===== src/rtl/sdram_ctrl_pkg.sv =====
// sdram_ctrl_pkg: shared constants for the SDRAM command controller.
//   - command codes accepted on the command port
//   - FSM state encodings exposed on the state port
//   - default cycle counts for the reset sequences and the watchdog
package sdram_ctrl_pkg;

  localparam logic [3:0] CMD_RUN         = 4'd1;
  localparam logic [3:0] CMD_LOAD        = 4'd2;
  localparam logic [3:0] CMD_RESET_FIFO  = 4'd3;
  localparam logic [3:0] CMD_RESET_SDRAM = 4'd4;
  localparam logic [3:0] CMD_RETURN      = 4'd6;

  localparam logic [2:0] ST_IDLE        = 3'd0;
  localparam logic [2:0] ST_RESET_SDRAM = 3'd1;
  localparam logic [2:0] ST_RESET_FIFO  = 3'd2;
  localparam logic [2:0] ST_LOAD        = 3'd3;
  localparam logic [2:0] ST_READ        = 3'd4;

  localparam int DEF_RST_SDRAM_CYC = 10000;
  localparam int DEF_RST_FIFO_CYC  = 128;
  localparam int DEF_WDOG_CYC      = 65535;

  // True for the two page-transfer states.
  function automatic logic is_burst(input logic [2:0] st);
    return (st == ST_LOAD) || (st == ST_READ);
  endfunction

endpackage


===== src/rtl/sdram_rst_timer.sv =====
// sdram_rst_timer: reset-duration down-counter shared by both reset sequences.
// Ports:
//   clk_i, rst_n_i    : clock, async active-low reset
//   load_i            : start a new duration (load_val_i = cycles - 1)
//   load_val_i        : terminal-count preload
//   done_o            : high on the last cycle of the duration
module sdram_rst_timer #(
  parameter int CNT_W = 16
) (
  input  logic             clk_i,
  input  logic             rst_n_i,
  input  logic             load_i,
  input  logic [CNT_W-1:0] load_val_i,
  output logic             done_o
);

  logic [CNT_W-1:0] cnt_q, cnt_d;
  logic             run_q, run_d;

  assign done_o = run_q && (cnt_q == '0);

  always_comb begin
    cnt_d = cnt_q;
    run_d = run_q;
    if (load_i) begin
      cnt_d = load_val_i;
      run_d = 1'b1;
    end else if (run_q) begin
      if (cnt_q == '0) run_d = 1'b0;
      else             cnt_d = cnt_q - 1'b1;
    end
  end

  always_ff @(posedge clk_i or negedge rst_n_i) begin
    if (!rst_n_i) begin
      cnt_q <= '0;
      run_q <= 1'b0;
    end else begin
      cnt_q <= cnt_d;
      run_q <= run_d;
    end
  end

endmodule


===== src/rtl/sdram_cmd_ctrl.sv =====
// sdram_cmd_ctrl: command sequencer for an SDRAM page engine.
// Accepts commands in IDLE, runs SDRAM/FIFO reset sequences and page
// write/read bursts with an optional page target.
// Optional feature: define SDRAM_CTRL_WDOG_EN to add a burst watchdog that
// aborts a stalled LOAD/READ after WDOG_CYC cycles and flags err_timeout.
// Ports: sdramclk / sdram_rst_n (clock, async active-low reset);
//   command, cmd_valid, cmd_ready (handshake); burst_pages, fifo_mask,
//   page_done (inputs); cmd_pagewrite, cmd_pageread, state, fifo_rst,
//   sdramctrl_reset, busy, pages_cnt, err_timeout (outputs).
//
// state          | meaning
// IDLE           | waiting for a command
// RESET_SDRAM    | sdramctrl_reset held for RST_SDRAM_CYC cycles
// RESET_FIFO     | fifo_rst held at the latched mask for RST_FIFO_CYC cycles
// LOAD           | page write burst, counting page_done
// READ           | page read burst, counting page_done
module sdram_cmd_ctrl
  import sdram_ctrl_pkg::*;
#(
  parameter int NUM_FIFO      = 2,
  parameter int CNT_W         = 16,
  parameter int RST_SDRAM_CYC = DEF_RST_SDRAM_CYC,
  parameter int RST_FIFO_CYC  = DEF_RST_FIFO_CYC,
  parameter int PAGE_W        = 16,
  parameter int WDOG_CYC      = DEF_WDOG_CYC
) (
  input  logic                sdramclk,
  input  logic                sdram_rst_n,
  input  logic [3:0]          command,
  input  logic                cmd_valid,
  output logic                cmd_ready,
  input  logic [PAGE_W-1:0]   burst_pages,
  input  logic [NUM_FIFO-1:0] fifo_mask,
  input  logic                page_done,
  output logic                cmd_pagewrite,
  output logic                cmd_pageread,
  output logic [2:0]          state,
  output logic [NUM_FIFO-1:0] fifo_rst,
  output logic                sdramctrl_reset,
  output logic                busy,
  output logic [PAGE_W-1:0]   pages_cnt,
  output logic                err_timeout
);

  // Timer preloads are duration-1: done_o fires on the last held cycle.
  localparam logic [CNT_W-1:0] SDRAM_LOAD = CNT_W'(RST_SDRAM_CYC - 1);
  localparam logic [CNT_W-1:0] FIFO_LOAD  = CNT_W'(RST_FIFO_CYC - 1);

  logic [2:0]          state_q, state_d;
  logic [PAGE_W-1:0]   pages_q, pages_d;
  logic [PAGE_W-1:0]   target_q, target_d;
  logic [NUM_FIFO-1:0] fifo_rst_q, fifo_rst_d;
  logic                sdrst_q, sdrst_d;
  logic                accept;
  logic                tmr_load;
  logic                tmr_done;

`ifdef SDRAM_CTRL_WDOG_EN
  logic [CNT_W-1:0]    wdog_q, wdog_d;
  logic                err_q, err_d;
`endif

  assign cmd_ready       = (state_q == ST_IDLE);
  assign accept          = cmd_valid && cmd_ready;
  assign busy            = (state_q != ST_IDLE);
  assign state           = state_q;
  assign cmd_pagewrite   = (state_q == ST_LOAD);
  assign cmd_pageread    = (state_q == ST_READ);
  assign fifo_rst        = fifo_rst_q;
  assign sdramctrl_reset = sdrst_q;
  assign pages_cnt       = pages_q;

  assign tmr_load = accept && ((command == CMD_RESET_SDRAM) ||
                               ((command == CMD_RESET_FIFO) && (fifo_mask != '0)));

  sdram_rst_timer #(.CNT_W(CNT_W)) u_rst_timer (
    .clk_i      (sdramclk),
    .rst_n_i    (sdram_rst_n),
    .load_i     (tmr_load),
    .load_val_i ((command == CMD_RESET_SDRAM) ? SDRAM_LOAD : FIFO_LOAD),
    .done_o     (tmr_done)
  );

  always_comb begin
    state_d    = state_q;
    pages_d    = pages_q;
    target_d   = target_q;
    fifo_rst_d = fifo_rst_q;
    sdrst_d    = sdrst_q;
`ifdef SDRAM_CTRL_WDOG_EN
    wdog_d     = wdog_q;
    err_d      = err_q;
`endif
    case (state_q)
      ST_IDLE: begin
        if (accept) begin
`ifdef SDRAM_CTRL_WDOG_EN
          err_d  = 1'b0;
          wdog_d = '0;
`endif
          case (command)
            CMD_RUN: begin
              state_d  = ST_READ;
              pages_d  = '0;
              target_d = burst_pages;
            end
            CMD_LOAD: begin
              state_d  = ST_LOAD;
              pages_d  = '0;
              target_d = burst_pages;
            end
            CMD_RESET_FIFO: begin
              // An empty mask is accepted but has nothing to reset.
              if (fifo_mask != '0) begin
                state_d    = ST_RESET_FIFO;
                fifo_rst_d = fifo_mask;
              end
            end
            CMD_RESET_SDRAM: begin
              state_d = ST_RESET_SDRAM;
              sdrst_d = 1'b1;
            end
            default: ;
          endcase
        end
      end
      ST_RESET_SDRAM: begin
        if (tmr_done) begin
          state_d = ST_IDLE;
          sdrst_d = 1'b0;
        end
      end
      ST_RESET_FIFO: begin
        if (tmr_done) begin
          state_d    = ST_IDLE;
          fifo_rst_d = '0;
        end
      end
      ST_LOAD, ST_READ: begin
        if (page_done && (pages_q != '1)) pages_d = pages_q + 1'b1;
`ifdef SDRAM_CTRL_WDOG_EN
        if (page_done) wdog_d = '0;
        else           wdog_d = wdog_q + 1'b1;
`endif
        if (cmd_valid && (command == CMD_RETURN)) begin
          state_d = ST_IDLE;
        end else if ((target_q != '0) && (pages_d == target_q)) begin
          state_d = ST_IDLE;
`ifdef SDRAM_CTRL_WDOG_EN
        end else if (!page_done && (wdog_d == CNT_W'(WDOG_CYC))) begin
          state_d = ST_IDLE;
          err_d   = 1'b1;
`endif
        end
      end
      default: state_d = ST_IDLE;
    endcase
  end

  always_ff @(posedge sdramclk or negedge sdram_rst_n) begin
    if (!sdram_rst_n) begin
      state_q    <= ST_IDLE;
      pages_q    <= '0;
      target_q   <= '0;
      fifo_rst_q <= '0;
      sdrst_q    <= 1'b0;
    end else begin
      state_q    <= state_d;
      pages_q    <= pages_d;
      target_q   <= target_d;
      fifo_rst_q <= fifo_rst_d;
      sdrst_q    <= sdrst_d;
    end
  end

`ifdef SDRAM_CTRL_WDOG_EN
  always_ff @(posedge sdramclk or negedge sdram_rst_n) begin
    if (!sdram_rst_n) begin
      wdog_q <= '0;
      err_q  <= 1'b0;
    end else begin
      wdog_q <= wdog_d;
      err_q  <= err_d;
    end
  end

  assign err_timeout = err_q;
`else
  assign err_timeout = 1'b0;
`endif

endmodule

===== config.mk =====
export PLATFORM = sky130hd
export DESIGN_NAME = sdram_cmd_ctrl
export DESIGN_NICKNAME = d
export VERILOG_FILES = /design/src/rtl/sdram_ctrl_pkg.sv /design/src/rtl/sdram_rst_timer.sv /design/src/rtl/sdram_cmd_ctrl.sv
export SDC_FILE = /design/constraint.sdc
export NUM_CORES = 1
export LEC_CHECK = 0
export CAP_MARGIN = 20
export CELL_PAD_IN_SITES_DETAIL_PLACEMENT = 2
export CELL_PAD_IN_SITES_GLOBAL_PLACEMENT = 2
export CORE_ASPECT_RATIO = 0.8
export CORE_MARGIN = 2
export CORE_UTILIZATION = 25
export CTS_CLUSTER_SIZE = 10
export DETAILED_ROUTE_END_ITERATION = 8
export PLACE_DENSITY = 0.72
export SYNTH_ARGS = -nofsm -noshare
export SYNTH_HDL_FRONTEND = slang
export SYNTH_HIERARCHICAL = 1
export SYNTH_SLANG_ARGS = --single-unit
export TNS_END_PERCENT = 20

===== constraint.sdc =====
create_clock -name sdramclk -period 3.9 [get_ports sdramclk]
set_input_delay 1.17 -clock sdramclk [delete_from_list [all_inputs] [get_ports sdramclk]]
set_output_delay 1.17 -clock sdramclk [all_outputs]
set_load 0.05 [all_outputs]

Run 1, close-up of the layout:
The bar under the picture is 20 um long. Window x 45 to 95, y 54 to 104 um. Cells in grey, sequential cells in the stronger grey; small squares are vias.
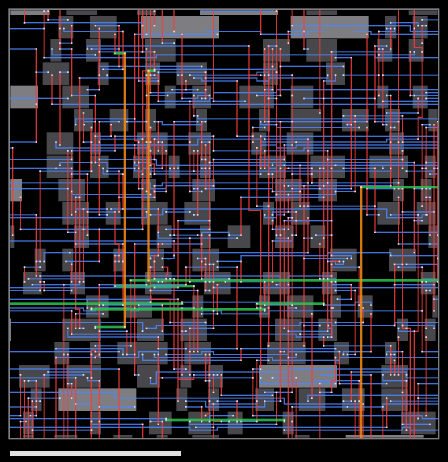
met3: drawn in green. met4: drawn in orange. met1: drawn in blue. met2: drawn in red.
Sequential cells in the window: 4. Most frequent: nand2_1 (18), xnor2_1 (12). Netlist names of flops here include pages_cnt (2). 129 logic cells have their middle in the window.

Run 1, pin placement:
The bar under the picture is 50 um long. Pins as bars across the die edge, other pins in grey.
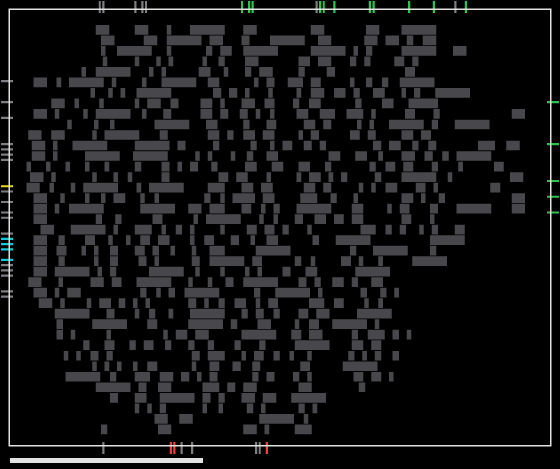
command: drawn in cyan, pins 4, direction input, edge left. state: drawn in red, pins 3, direction output, edge bottom. err_timeout: drawn in yellow, pins 1, direction output, edge left. pages_cnt: drawn in green, pins 16, direction output, edge 11 top, 5 right.

==> results.env, run 1 <==
RUN_STATUS='finished, final reports clean'
HTREE_LEVELS=2
SETUP_TNS_PS=0
HOLDWS_PS=519
FIN_WORST_SKEW_PS=10.9
MET3WIRELENGTH_UM=440
CELL_TOTAL_IN_THE_YOSYS_STAT_OUTPUT=457
DRC=0
GRT_PASS1_WL_UM=21900
FINISH.UTILIZATION_PCT=32.3
FINAL_SETUP_VIOLATING_ENDPOINTS=0
TOP_CELL_AREA_SHARE_PCT=37.4
DIE-AREA_UM2=15700
TIMING_MAX_TRANSITION_VIOLATIONS_FINAL=0
CTS_INSERTED_BUFFERS=5
DESIGN.CORE.AREA_UM2=14300
STATIC-LEAKAGE-POWER_uW=0.00184
DRV_CAP=0
DIEWIDTH_UM=140
HOLD_PATH_STARTPOINT='fifo_rst[1]$_DFFE_PN0P_'
INITIAL_CORE_UTIL_PCT=25.7
GRT_OVERFLOW_TOTAL=0
WORST_PATH_REQUIRED_TIME_PS=4100
LIBRARY_CELL_WITH_THE_LARGEST_SUMMED_AREA_AFTER_SYNTHESIS='dfrtp_1'
FFS_W_ASYNC_S_R_SYNTH_PCT=100
SYN_AVG_CELL_AREA_UM2=8.06
SYNTH.YOSYS.WARNINGS=6
DIEHEIGHT_UM=113
WORST-R2R-CELL-COUNT=13
CLOCKNETWORKAREASHARE_PCT=3.18
COMB.MULTI_INPUT.COUNT=373
SYNTH-AREA-YOSYS_UM2=3680
VDD.IR_DROP.WORST_mV=0.308
MOSTFREQUENTLAYOUTCELLS='nand2_1 (94), dfrtp_1 (55), clkdlybuf4s50_1 (50), o21ai_0 (39), nor2_1 (37)'
POST-CTS-SETUP-BUFFERS=0
MAX_FREQ_MHz=278
CP_CELL_SEQUENCE='clkdlybuf4s50_1 > and4_1 > o211ai_1 > xnor2_1 > a2111oi_0 > o2111ai_1 > nor4_2 > a41oi_2 > mux2_1'
DRT-MET1-WL_UM=6840
HOLD_BUFFERS=0
SYNTH.TOP_CELLS.BY_COUNT='nand2_1 (94), dfrtp_1 (55), o21ai_0 (39)'
CRIT_PATH_START_KIND='input pin'
SYNTH-EDFF-COUNT=0
FINAL-NONCLK-BUF-SHARE_PCT=14.3
NON_CLOCK_INVERTER_COUNT=13
LAYOUT_TOP_CELL_EXCL_FILL_TAP='nand2_1'
CTS.REPAIR.RESIZED=0
DRTITER0DRC=150
CRITPATHKIND='in -> reg'
CRIT-REG2REG-CAPTURE='state[1]$_DFFE_PN0P_'
WORST_SLEW_PIN_SLEW_PS=911
LOG.WARNING_COUNT=26
DRT.ANTENNA.VIOLATING_NETS=0
HOLDPATHSTAGES=2
POSTSYNTH.TOPFLOPCELL='dfrtp_1'
CRIT_START='page_done'
CTSLONGESTPATHBUFFERS=2
NUM_ANTENNA_CELLS=0
LAYOUT-DRIVE-GT1-SHARE_PCT=9.40
FLOP-COUNT=55
DOMINANT_COMB_CELL='simple AND/OR/NAND/NOR gates'
TOP_LAYER_USED='met4'
FINAL_NET_COUNT=548
SYNTH.LIB_CELLS_USED.DISTINCT=63
DP_HPWL_UM=10600
NUMPORTBUFFERS=51
YS_SEQ_SHARE_PCT=37.4
GLOBALPLACE.CONGESTION=0.885
FINALCRITICALPERIOD_PS=3600
SEQ_AREA_UM2=1380
LARGEST_NET_DEGREE_AT_THE_START_OF_GLOBAL_ROUTING=28
CRITICAL_PATH.ENDPOINT_TYPE='flop'
LARGEST_CELL_CLASS='logic gates'
WORST_HOLD_PATH_TYPE='reg -> reg'
SYN_AREA_UM2=3680
ANTENNA_FOUND_INITIAL=0
VIAS_PER_CELL=5.26
FINAL.SIGNAL_BUFFER_COUNT=72
SYNTH_TO_LAYOUT_AREA_GROWTH_PCT=25.9
ROUTEDWLPERCELL_UM=19.0
WORST-PATH-BUF-INV=1
YS_FF=55
CTS.REPORTEDPATHS.CLKPINSLEW_PS=80
CLKLATENCYLATEPIN_PS=310
SITE_ROWS=39
XOR_SHARE_PCT=5.23
CLKSINKCOUNT=55
GRT_UTIL_ALL_LAYERS_PCT=17.6
DRT-TOTAL-WL_UM=13400
TRITONCTS_CLOCK_TREE='built'
TOP_CELLS_BY_AREA='dfrtp_1 (37%), nand2_1 (9.6%), o21ai_0 (5.3%)'
DETAIL_ROUTE.FIRST_PASS.ITERATIONS=4
REG2REG_FROM='u_rst_timer/cnt_q[0]$_DFFE_PN0P_'
N_CLOCK_BUFFER=5
REG2REG_SLACK_PS=480
ROUTE.VIAS.TOTAL=3711
SH_COMB_AREA_PCT=46.9
GRT_PASS1_VIAS=3960
POWERDENSITY_nW_PER_UM2=645
GRT_SETUP_UNREPAIRED='no'
SEQUENTIAL_FRACTION_OF_TOTAL_CELL_AREA_PCT=29.7
MULTIINPUTGATEAREA_UM2=2170
CTSROOTBUFFERMASTER='clkbuf_16'
POST_SYNTH_AO_OA_AREA_FRACTION_PCT=18.3
FLOORPLAN.IO_PINS=53
FILL_CELLS=1705
HOLDPATHEND='fifo_rst[1]$_DFFE_PN0P_'
FINAL.PERIOD_UTILIZATION_PCT=92.4
MUX_AREA_FRACTION_PCT=2.58
MAX_STAGE_DELAY_PS=520
CRITPATHSLOWESTCELL='clkdlybuf4s50_1'
SYNTH_ADDER_AREA_SHARE_PCT=0.679
SYN_INST=457
CRITICAL_PATH_ARRIVAL_PS=3800
TAPCELL.INSERTED=184
YS_SH_SIMPLE_PCT=31.2
TIMING.CRITICAL_PATH.DEPTH=9
CRIT_FANOUT=4
CP-ENDPOINT='state[1]$_DFFE_PN0P_'
MET2_WIRELENGTH_UM=5920
HOLD_VIOL_FINAL=0
MOST_FREQUENTLY_USED_CELL_TYPE_IN_THE_POST_SYNTHESIS_NETLIST='nand2_1'
CRITICAL-PATH-TOP-DELAY-FAMILY='AND-OR/OR-AND gates'
TIMING.MAX_SLEW.REL_SLACK_PCT=38.7
Run 1, M1 wires:
The bar under the picture is 50 um long.
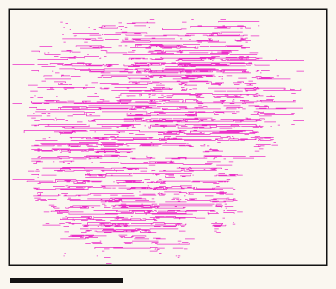
485 nets have wire on it. The layer holds 51% of the routed length. The layer carries 6840 um of wire. The longest straight run is 46.5 um.

## run 1: tightest hold or removal path, stage by stage, from the launching register on
cell and delay (ps):
dfrtp_1 350, nand2_1 50, o21ai_0 70
## run 1: where the power goes
part | switching (uW) | internal [uW]
logic | 917 | 523
clock network | 241 | 243
registers | 307 | 763
total | 1460 | 1530
## run 1: metrics by stage
stage | area, um^2 | total power, uW | instances | setup slack [ps]
after floorplan | 3710 | 1950 | 465 | 819
after global placement | 4490 | 2440 | 697 | 131
after detailed placement | 4490 | 2520 | 697 | -21.7
after CTS | 4640 | 3020 | 705 | 312
after global routing | 4640 | 3220 | 705 | 164
final | 4640 | 2990 | 705 | 298
## run 1: routing by layer
layer	vias up	track usage, %
met5	-	0
met1	1873	25.4
met2	54	27.1
met4	0	4.87
met3	14	2.99
li1	1770	-
Run 1, register map, names as in the netlist:
The bar under the picture is 50 um long. Other sequential cells in the stronger grey, the rest of the logic in the fainter grey.
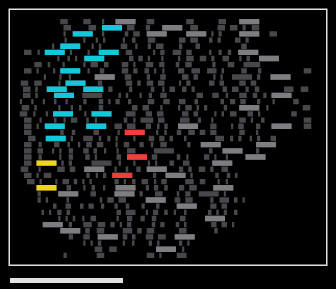

==> run 2, diff against run 1 <==
--- a/config.mk
+++ b/config.mk
@@ -8,11 +8,11 @@
 export CAP_MARGIN = 20
 export CELL_PAD_IN_SITES_DETAIL_PLACEMENT = 2
 export CELL_PAD_IN_SITES_GLOBAL_PLACEMENT = 2
-export CORE_ASPECT_RATIO = 0.8
 export CORE_MARGIN = 2
 export CORE_UTILIZATION = 25
 export CTS_CLUSTER_SIZE = 10
 export DETAILED_ROUTE_END_ITERATION = 8
+export GPL_ROUTABILITY_DRIVEN = 0
 export PLACE_DENSITY = 0.72
 export SYNTH_ARGS = -nofsm -noshare
 export SYNTH_HDL_FRONTEND = slang
Run 2, register map, names as in the netlist:
The bar under the picture is 50 um long. Other sequential cells in the stronger grey, the rest of the logic in the fainter grey.
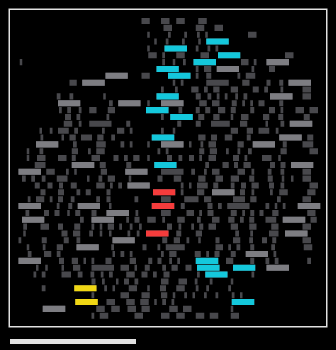
state: drawn in red, flops 3. fifo_rst: drawn in yellow, flops 2. target_q: drawn in cyan, flops 16.
Another 34 sequential cells are not coloured.
flip-flop and latch power: 1050 uW
sequential fraction of total cell area: 29.5%

==> run 2 against run 1 <==
- global-route usage rose by 0.48 points
- wire length rose by 1.3%
- first-iteration DRC count rose by 7.3%
- final cell count rose by 0.14%
- critical endpoint unchanged
- largest power group unchanged
==> results.env, run 2 <==
DRT.ANTENNA.VIOLATING_NETS=0  # unchanged
FINAL_SETUP_VIOLATING_ENDPOINTS=0  # unchanged
GLOBALROUTE.BUSIESTLAYER='met2'  # unchanged
TIMING.CRITICAL_PATH.DEPTH=9  # unchanged
VIAS_PER_CELL=5.36  # was 5.26
FIN_WORST_SKEW_PS=10.4  # was 10.9 ps
TOP_LAYER_USED='met4'  # unchanged
SYNTH.LIB_CELLS_USED.DISTINCT=63  # unchanged
COMB-POWER_uW=1450  # was 1440 uW
CRITICAL_PATH.ENDPOINT_TYPE='flop'  # unchanged
DESIGN_AREA_UM2=4660  # was 4640 um^2
MET3WIRELENGTH_UM=344  # was 440 um
DRTITER0DRC=161  # was 150
GRT_PASS1_VIAS=4248  # was 3960
SYNTH-EDFF-COUNT=0  # unchanged
VDD.IR_DROP.WORST_mV=0.211  # was 0.308 mV
FINAL_NET_COUNT=549  # was 548
MAX_FREQ_MHz=275  # was 278 MHz
CLOCK_NETWORK_FRACTION_OF_DESIGN_POWER_PCT=16.8  # was 16.2%
YS_SH_SIMPLE_PCT=31.2  # unchanged
TRITONCTS_CLOCK_TREE='built'  # unchanged
CLOCK_POWER_uW=506  # was 484 uW
DRT-TOTAL-WL_UM=13600  # was 13400 um
MAX_STAGE_DELAY_PS=550  # was 520 ps
P_SW_SHARE_PCT=48.4  # was 48.9%
NUMPORTBUFFERS=51  # unchanged
MOSTFREQUENTLAYOUTCELLS='nand2_1 (94), dfrtp_1 (55), clkdlybuf4s50_1 (50), o21ai_0 (39), nor2_1 (37)'  # unchanged
DRC=0  # unchanged
SYNTH.YOSYS.WARNINGS=6  # unchanged
TIMING.MAX_SLEW.REL_SLACK_PCT=44.5  # was 38.7%
SYN_AVG_CELL_AREA_UM2=8.06  # unchanged
DESIGN.CORE.AREA_UM2=14500  # was 14300 um^2
HTREE_LEVELS=2  # unchanged
CP_CELL_SEQUENCE='clkdlybuf4s50_1 > nand4_1 > nor2_1 > o21ai_0 > a2111oi_0 > o2111ai_1 > nor4_2 > a41oi_2 > mux2_1'  # was clkdlybuf4s50_1 > and4_1 > o211ai_1 > xnor2_1 > a2111oi_0 > o2111ai_1 > nor4_2 > a41oi_2 > mux2_1
WORST_SLEW_PIN_SLEW_PS=825  # was 911 ps
SYN_AREA_UM2=3680  # unchanged
POWER.LARGEST_GROUP='combinational cells'  # unchanged
DOMINANT_COMB_CELL='simple AND/OR/NAND/NOR gates'  # unchanged
DIEHEIGHT_UM=125  # was 113 um
CRITICAL-PATH-TOP-DELAY-FAMILY='AND-OR/OR-AND gates'  # unchanged
WORST-PATH-BUF-INV=1  # unchanged
SETUP_TNS_PS=0  # unchanged
DRT-MET1-WL_UM=5790  # was 6840 um
YS_FF=55  # unchanged
DP_HPWL_UM=10200  # was 10600 um
LAYOUT_TOP_CELL_EXCL_FILL_TAP='nand2_1'  # unchanged
CRIT_FANOUT=5  # was 4
HOLDPATHEND='fifo_rst[0]$_DFFE_PN0P_'  # was fifo_rst[1]$_DFFE_PN0P_
ANTENNA_FOUND_INITIAL=0  # unchanged
RUN_STATUS='finished, final reports clean'  # unchanged
CTS.REPORTEDPATHS.CLKPINSLEW_PS=80  # about the same
ROUTE.VIAS.TOTAL=3784  # was 3711
TIMING_MAX_TRANSITION_VIOLATIONS_FINAL=0  # unchanged
FINALCRITICALPERIOD_PS=3640  # was 3600 ps
INTERNAL_POWER_uW=1550  # was 1530 uW
HOLDPATHSTAGES=2  # unchanged
SYNTH_ADDER_AREA_SHARE_PCT=0.679  # unchanged
CTSLONGESTPATHBUFFERS=2  # unchanged
MOST_FREQUENTLY_USED_CELL_TYPE_IN_THE_POST_SYNTHESIS_NETLIST='nand2_1'  # unchanged
GROUTE.LAYER.MET3.USAGE_PCT=2.31  # was 2.99%
NUM_ANTENNA_CELLS=0  # unchanged
POWER_SWITCHING_uW=1450  # was 1460 uW
TOP_CELLS_BY_AREA='dfrtp_1 (37%), nand2_1 (9.6%), o21ai_0 (5.3%)'  # unchanged
GRT_UTIL_ALL_LAYERS_PCT=18.0  # was 17.6%
POST_SYNTH_AO_OA_AREA_FRACTION_PCT=18.3  # unchanged
FLOORPLAN.IO_PINS=53  # unchanged
LIBRARY_CELL_WITH_THE_LARGEST_SUMMED_AREA_AFTER_SYNTHESIS='dfrtp_1'  # unchanged
DETAIL_ROUTE.FIRST_PASS.ITERATIONS=4  # unchanged
GRT_PASS1_WL_UM=22800  # was 21900 um
POWERDENSITY_nW_PER_UM2=645  # about the same
GRT_OVERFLOW_TOTAL=0  # unchanged
XOR_SHARE_PCT=5.23  # unchanged
CRITICAL_PATH_ARRIVAL_PS=3840  # was 3800 ps
FINAL.PERIOD_UTILIZATION_PCT=93.3  # was 92.4%
LARGEST_NET_DEGREE_AT_THE_START_OF_GLOBAL_ROUTING=37  # was 28
CRITPATHKIND='in -> reg'  # unchanged
POSTSYNTH.TOPFLOPCELL='dfrtp_1'  # unchanged
GRT_UTIL_MET1_PCT=21.8  # was 25.4%
STATIC-LEAKAGE-POWER_uW=0.00185  # was 0.00184 uW
WORST_PATH_REQUIRED_TIME_PS=4100  # about the same
LOG.WARNING_COUNT=26  # unchanged
FFS_W_ASYNC_S_R_SYNTH_PCT=100  # unchanged
CRITPATHSLOWESTCELL='clkdlybuf4s50_1'  # unchanged
SYN_INST=457  # unchanged
HOLD_PATH_STARTPOINT='fifo_rst[0]$_DFFE_PN0P_'  # was fifo_rst[1]$_DFFE_PN0P_
CP-ENDPOINT='state[1]$_DFFE_PN0P_'  # unchanged
CELL_TOTAL_IN_THE_YOSYS_STAT_OUTPUT=457  # unchanged
HOLD_BUFFERS=0  # unchanged
SYNTH-AREA-YOSYS_UM2=3680  # unchanged
SYNTH_TO_LAYOUT_AREA_GROWTH_PCT=26.5  # was 25.9%
CTSROOTBUFFERMASTER='clkbuf_16'  # unchanged
CRIT_PATH_START_KIND='input pin'  # unchanged
WORST_HOLD_PATH_TYPE='reg -> reg'  # unchanged
ROUTEDWLPERCELL_UM=19.3  # was 19.0 um
POWER_FRAC_COMB_PCT=48.1  # about the same
MET2_USAGE_PCT=32.9  # was 27.1%
INITIAL_CORE_UTIL_PCT=25.4  # was 25.7%
CLKSINKCOUNT=55  # unchanged
REG2REG_FROM='u_rst_timer/cnt_q[0]$_DFFE_PN0P_'  # unchanged
PLACEDINSTANCEAREA_UM2=4510  # was 4490 um^2
Run 2, clock wiring as the flow saved it:
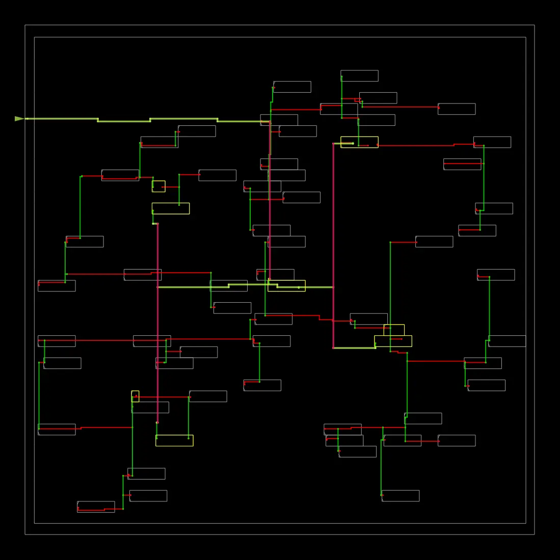
clock latency reported for the late side of the worst-skew pair: 320 ps
count of clock buffers in the final design: 6

[run 2: layout make-up]
type	count	area (um^2)	area share (%)
timing repair buffer	73	671	14.4
inverter	13	48.8	1.05
sequential	55	1380	29.5
clock inverter	2	13.8	0.295
multi-input combinational	373	2180	46.8
tap	184	230	4.94
clock buffer	6	139	2.98
[run 2: metrics by stage]
stage                     power [uW]  hold WS, ps  worst slack [ps]  util, %  cells
after floorplan                 1950          481               819        -    465
after global placement          2430          472               110     31.1    698
after detailed placement        2520          499              5.84     31.1    698
after CTS                       3030          518               314     32.2    706
after global routing            3230          562              51.6     32.2    706
final                           3010          510               260     32.2    706
Run 2, pin placement:
The bar under the picture is 50 um long. Pins as bars across the die edge, other pins in grey.
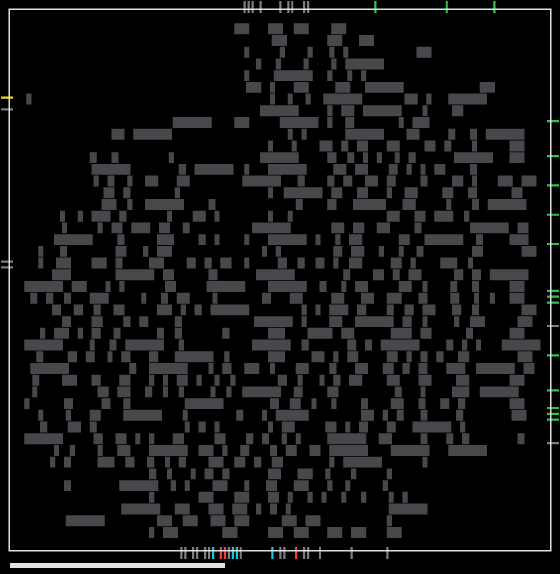

==> run 3, diff against run 2 <==
--- a/config.mk
+++ b/config.mk
@@ -10,7 +10,6 @@
 export CELL_PAD_IN_SITES_GLOBAL_PLACEMENT = 2
 export CORE_MARGIN = 2
 export CORE_UTILIZATION = 25
-export CTS_CLUSTER_SIZE = 10
 export DETAILED_ROUTE_END_ITERATION = 8
 export GPL_ROUTABILITY_DRIVEN = 0
 export PLACE_DENSITY = 0.72
==> constraint.sdc (replaced) <==
create_clock -name sdramclk -period 3.9 [get_ports sdramclk]
set_input_delay 1.17 -clock sdramclk [delete_from_list [all_inputs] [get_ports sdramclk]]
set_output_delay 1.17 -clock sdramclk [all_outputs]
set_load 0.01 [all_outputs]
Run 3, pin placement:
The bar under the picture is 50 um long. Pins as bars across the die edge, other pins in grey.
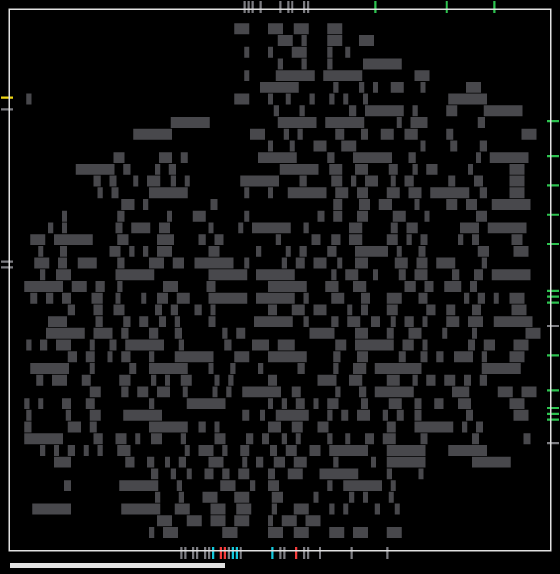
err_timeout: drawn in yellow, pins 1, direction output, edge left. pages_cnt: drawn in green, pins 16, direction output, edge 13 right, 3 top. command: drawn in cyan, pins 4, direction input, edge bottom. state: drawn in red, pins 3, direction output, edge bottom.
All pins by edge: 22 bottom, 15 right, 12 top, 4 left.

==> run 3 against run 2 <==
- total power fell by 5.2%
- fmax up 2.2%
- final cell count down 0.14%
- utilization increased by 0.078 points
- clock-buffer cell count fell by 1
- die area is the same
- combinational power is 14% lower
==> results.env, run 3 <==
SYNTH.TOP_CELLS.BY_COUNT='nand2_1 (94), dfrtp_1 (55), o21ai_0 (39)'  # unchanged
CLOCK_NETWORK_FRACTION_OF_DESIGN_POWER_PCT=19.5  # was 16.8%
ANTENNA_FOUND_INITIAL=0  # unchanged
SYN_AREA_UM2=3680  # unchanged
FIN_WORST_SKEW_PS=11.9  # was 10.4 ps
WORST_HOLD_PATH_TYPE='reg -> reg'  # unchanged
HOLD_PATH_STARTPOINT='fifo_rst[0]$_DFFE_PN0P_'  # unchanged
MET2_WIRELENGTH_UM=7190  # was 7130 um
POWER_SWITCHING_uW=1250  # was 1450 uW
DESIGN_AREA_UM2=4670  # was 4660 um^2
SYNTH.YOSYS.WARNINGS=6  # unchanged
HOLDWS_PS=502  # was 510 ps
CTS.REPORTEDPATHS.CLKPINSLEW_PS=80  # about the same
FILL_CELLS=1679  # was 1676
HOLDPATHEND='fifo_rst[0]$_DFFE_PN0P_'  # unchanged
GRT_PASS1_WL_UM=22400  # was 22800 um
FINALCRITICALPERIOD_PS=3560  # was 3640 ps
CTSROOTBUFFERMASTER='clkbuf_16'  # unchanged
LIBRARY_CELL_WITH_THE_LARGEST_SUMMED_AREA_AFTER_SYNTHESIS='dfrtp_1'  # unchanged
TOP_CELL_AREA_SHARE_PCT=37.4  # unchanged
FLOORPLAN.IO_PINS=53  # unchanged
YS_FF=55  # unchanged
FINAL-NONCLK-BUF-SHARE_PCT=14.2  # was 14.4%
COMB.MULTI_INPUT.COUNT=373  # unchanged
GRT_UTIL_ALL_LAYERS_PCT=17.7  # was 18.0%
FINAL.PERIOD_UTILIZATION_PCT=91.3  # was 93.3%
TIMING.MAX_SLEW.REL_SLACK_PCT=41.2  # was 44.5%
LAYOUTNONFILLERINSTCOUNT=705  # was 706
FINALWORSTSETUPSLACK_PS=338  # was 260 ps
FFS_W_ASYNC_S_R_SYNTH_PCT=100  # unchanged
DP_HPWL_UM=10300  # was 10200 um
DETAILEDPLACE.WORSTSLACK_PS=15.5  # was 5.84 ps
SYNTH.LIB_CELLS_USED.DISTINCT=63  # unchanged
P_SW_SHARE_PCT=43.8  # was 48.4%
CP_CELL_SEQUENCE='clkdlybuf4s50_1 > and4_1 > nand2_1 > or4b_1 > o21ai_0 > xnor2_1 > nor4_2 > a41oi_2 > mux2_1'  # was clkdlybuf4s50_1 > nand4_1 > nor2_1 > o21ai_0 > a2111oi_0 > o2111ai_1 > nor4_2 > a41oi_2 > mux2_1
FINISH.UTILIZATION_PCT=32.3  # was 32.2%
POWER.LARGEST_GROUP='combinational cells'  # unchanged
SYNTH-AREA-YOSYS_UM2=3680  # unchanged
FINAL.SIGNAL_BUFFER_COUNT=72  # was 73
WORST-PATH-BUF-INV=1  # unchanged
INITIAL_CORE_UTIL_PCT=25.4  # unchanged
GRT_PASS1_VIAS=4211  # was 4248
MULTIINPUTGATEAREA_UM2=2180  # unchanged
LOG.WARNING_COUNT=26  # unchanged
POWERSEQ_uW=1060  # was 1050 uW
CTS.REPAIR.RESIZED=0  # unchanged
CRITPATHKIND='in -> reg'  # unchanged
SYN_AVG_CELL_AREA_UM2=8.06  # unchanged
MAX_FREQ_MHz=281  # was 275 MHz
DIEWIDTH_UM=125  # unchanged
FINAL_NET_COUNT=548  # was 549
DRV_CAP=0  # unchanged
VDD.IR_DROP.WORST_mV=0.190  # was 0.211 mV
MET3WIRELENGTH_UM=348  # was 344 um
DRT.ANTENNA.VIOLATING_NETS=0  # unchanged
SEQUENTIAL_FRACTION_OF_TOTAL_CELL_AREA_PCT=29.5  # about the same
MAX_STAGE_DELAY_PS=540  # was 550 ps
WORST_PATH_REQUIRED_TIME_PS=4100  # about the same
NUMPORTBUFFERS=51  # unchanged
VIAS_PER_CELL=5.29  # was 5.36
STATIC-LEAKAGE-POWER_uW=0.00185  # about the same
INTERNAL_POWER_uW=1600  # was 1550 uW
HTREE_LEVELS=2  # unchanged
FINAL_SETUP_VIOLATING_ENDPOINTS=0  # unchanged
CTSLONGESTPATHBUFFERS=2  # unchanged
YS_SEQ_SHARE_PCT=37.4  # unchanged
DETAIL_ROUTE.FIRST_PASS.ITERATIONS=4  # unchanged
GRT_SETUP_UNREPAIRED='no'  # unchanged
POST-CTS-SETUP-BUFFERS=0  # unchanged
CRIT-REG2REG-CAPTURE='state[1]$_DFFE_PN0P_'  # unchanged
GROUTE.LAYER.MET3.USAGE_PCT=2.52  # was 2.31%
MET2_USAGE_PCT=32.9  # about the same
TOP_CELLS_BY_AREA='dfrtp_1 (37%), nand2_1 (9.6%), o21ai_0 (5.3%)'  # unchanged
DRTITER0DRC=174  # was 161
GLOBALROUTE.BUSIESTLAYER='met2'  # unchanged
SETUP_TNS_PS=0  # unchanged
COMB-POWER_uW=1240  # was 1450 uW
DRC=0  # unchanged
SITE_ROWS=44  # unchanged
WORST_SLEW_PIN_SLEW_PS=873  # was 825 ps
SYNTH_TO_LAYOUT_AREA_GROWTH_PCT=26.8  # was 26.5%
SYNTH-EDFF-COUNT=0  # unchanged
RUN_STATUS='finished, final reports clean'  # unchanged
NUMPLACEDINSTANCES=697  # was 698
CRIT_START='page_done'  # unchanged
LAYOUT_TOP_CELL_EXCL_FILL_TAP='nand2_1'  # unchanged
SYN_INST=457  # unchanged
SEQ_AREA_UM2=1380  # unchanged
PLACEDINSTANCEAREA_UM2=4500  # was 4510 um^2
POSTSYNTH.TOPFLOPCELL='dfrtp_1'  # unchanged
GRT_OVERFLOW_TOTAL=0  # unchanged
CP-ENDPOINT='state[1]$_DFFE_PN0P_'  # unchanged
SEQPWRFRAC_PCT=37.1  # was 35.1%
TIMING_MAX_TRANSITION_VIOLATIONS_FINAL=0  # unchanged
HOLD_BUFFERS=0  # unchanged
CRITPATHSLOWESTCELL='clkdlybuf4s50_1'  # unchanged
REG2REG_SLACK_PS=550  # was 510 ps
CLKLATENCYLATEPIN_PS=320  # about the same
N_CLOCK_BUFFER=5  # was 6
LAYOUT-DRIVE-GT1-SHARE_PCT=9.40  # was 9.58%
CTS_INSERTED_BUFFERS=5  # unchanged
CELL_TOTAL_IN_THE_YOSYS_STAT_OUTPUT=457  # unchanged
NON_CLOCK_INVERTER_COUNT=13  # unchanged
TIMING.CRITICAL_PATH.DEPTH=9  # unchanged
MOSTFREQUENTLAYOUTCELLS='nand2_1 (94), dfrtp_1 (55), clkdlybuf4s50_1 (50), o21ai_0 (39), nor2_1 (37)'  # unchanged
HOLD_VIOL_FINAL=0  # unchanged
CRITICAL_PATH.ENDPOINT_TYPE='flop'  # unchanged
HOLDPATHSTAGES=2  # unchanged
LARGEST_NET_DEGREE_AT_THE_START_OF_GLOBAL_ROUTING=37  # unchanged
DRT-MET1-WL_UM=5640  # was 5790 um
DESIGN.CORE.AREA_UM2=14500  # unchanged
REG2REG_FROM='pages_cnt[0]$_DFFE_PN0P_'  # was u_rst_timer/cnt_q[0]$_DFFE_PN0P_
CRITICAL_PATH_ARRIVAL_PS=3760  # was 3840 ps
CRIT_FANOUT=4  # was 5
POWER_FRAC_COMB_PCT=43.5  # was 48.1%
TOP_LAYER_USED='met4'  # unchanged
TAPCELL.INSERTED=184  # unchanged
Run 3, M1 wires:
The bar under the picture is 50 um long.
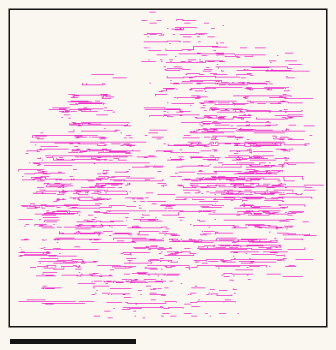
The wires run mostly horizontal. 497 nets have wire on it. The layer carries 5640 um of wire.
detailed-route via count: 3728
wire length after detailed routing: 13500 um
GRT met1 Usage: 20.8%

==> run 3: kinds of logic after synthesis <==
family / after synthesis / synth area share, %
compound gates: 107 / 18.3
xor+xnor: 22 / 5.23
fa+ha+maj: 2 / 0.679
buf+inv: 37 / 4.45
flops: 55 / 37.4
mux: 9 / 2.58
other cells: 2 / 0.204
simple gates: 223 / 31.2
==> run 3: worst reg2reg max path, cell delays in order, from the launching register on <==
cell	delay, ps
dfrtp_1	520
ha_1	410
nand3_1	160
o41a_1	460
or3_1	390
a21oi_1	230
o2111ai_1	170
nor4_2	340
a41oi_2	200
mux2_1	350
No activity file was given, so power comes from the tool's default toggle rates.
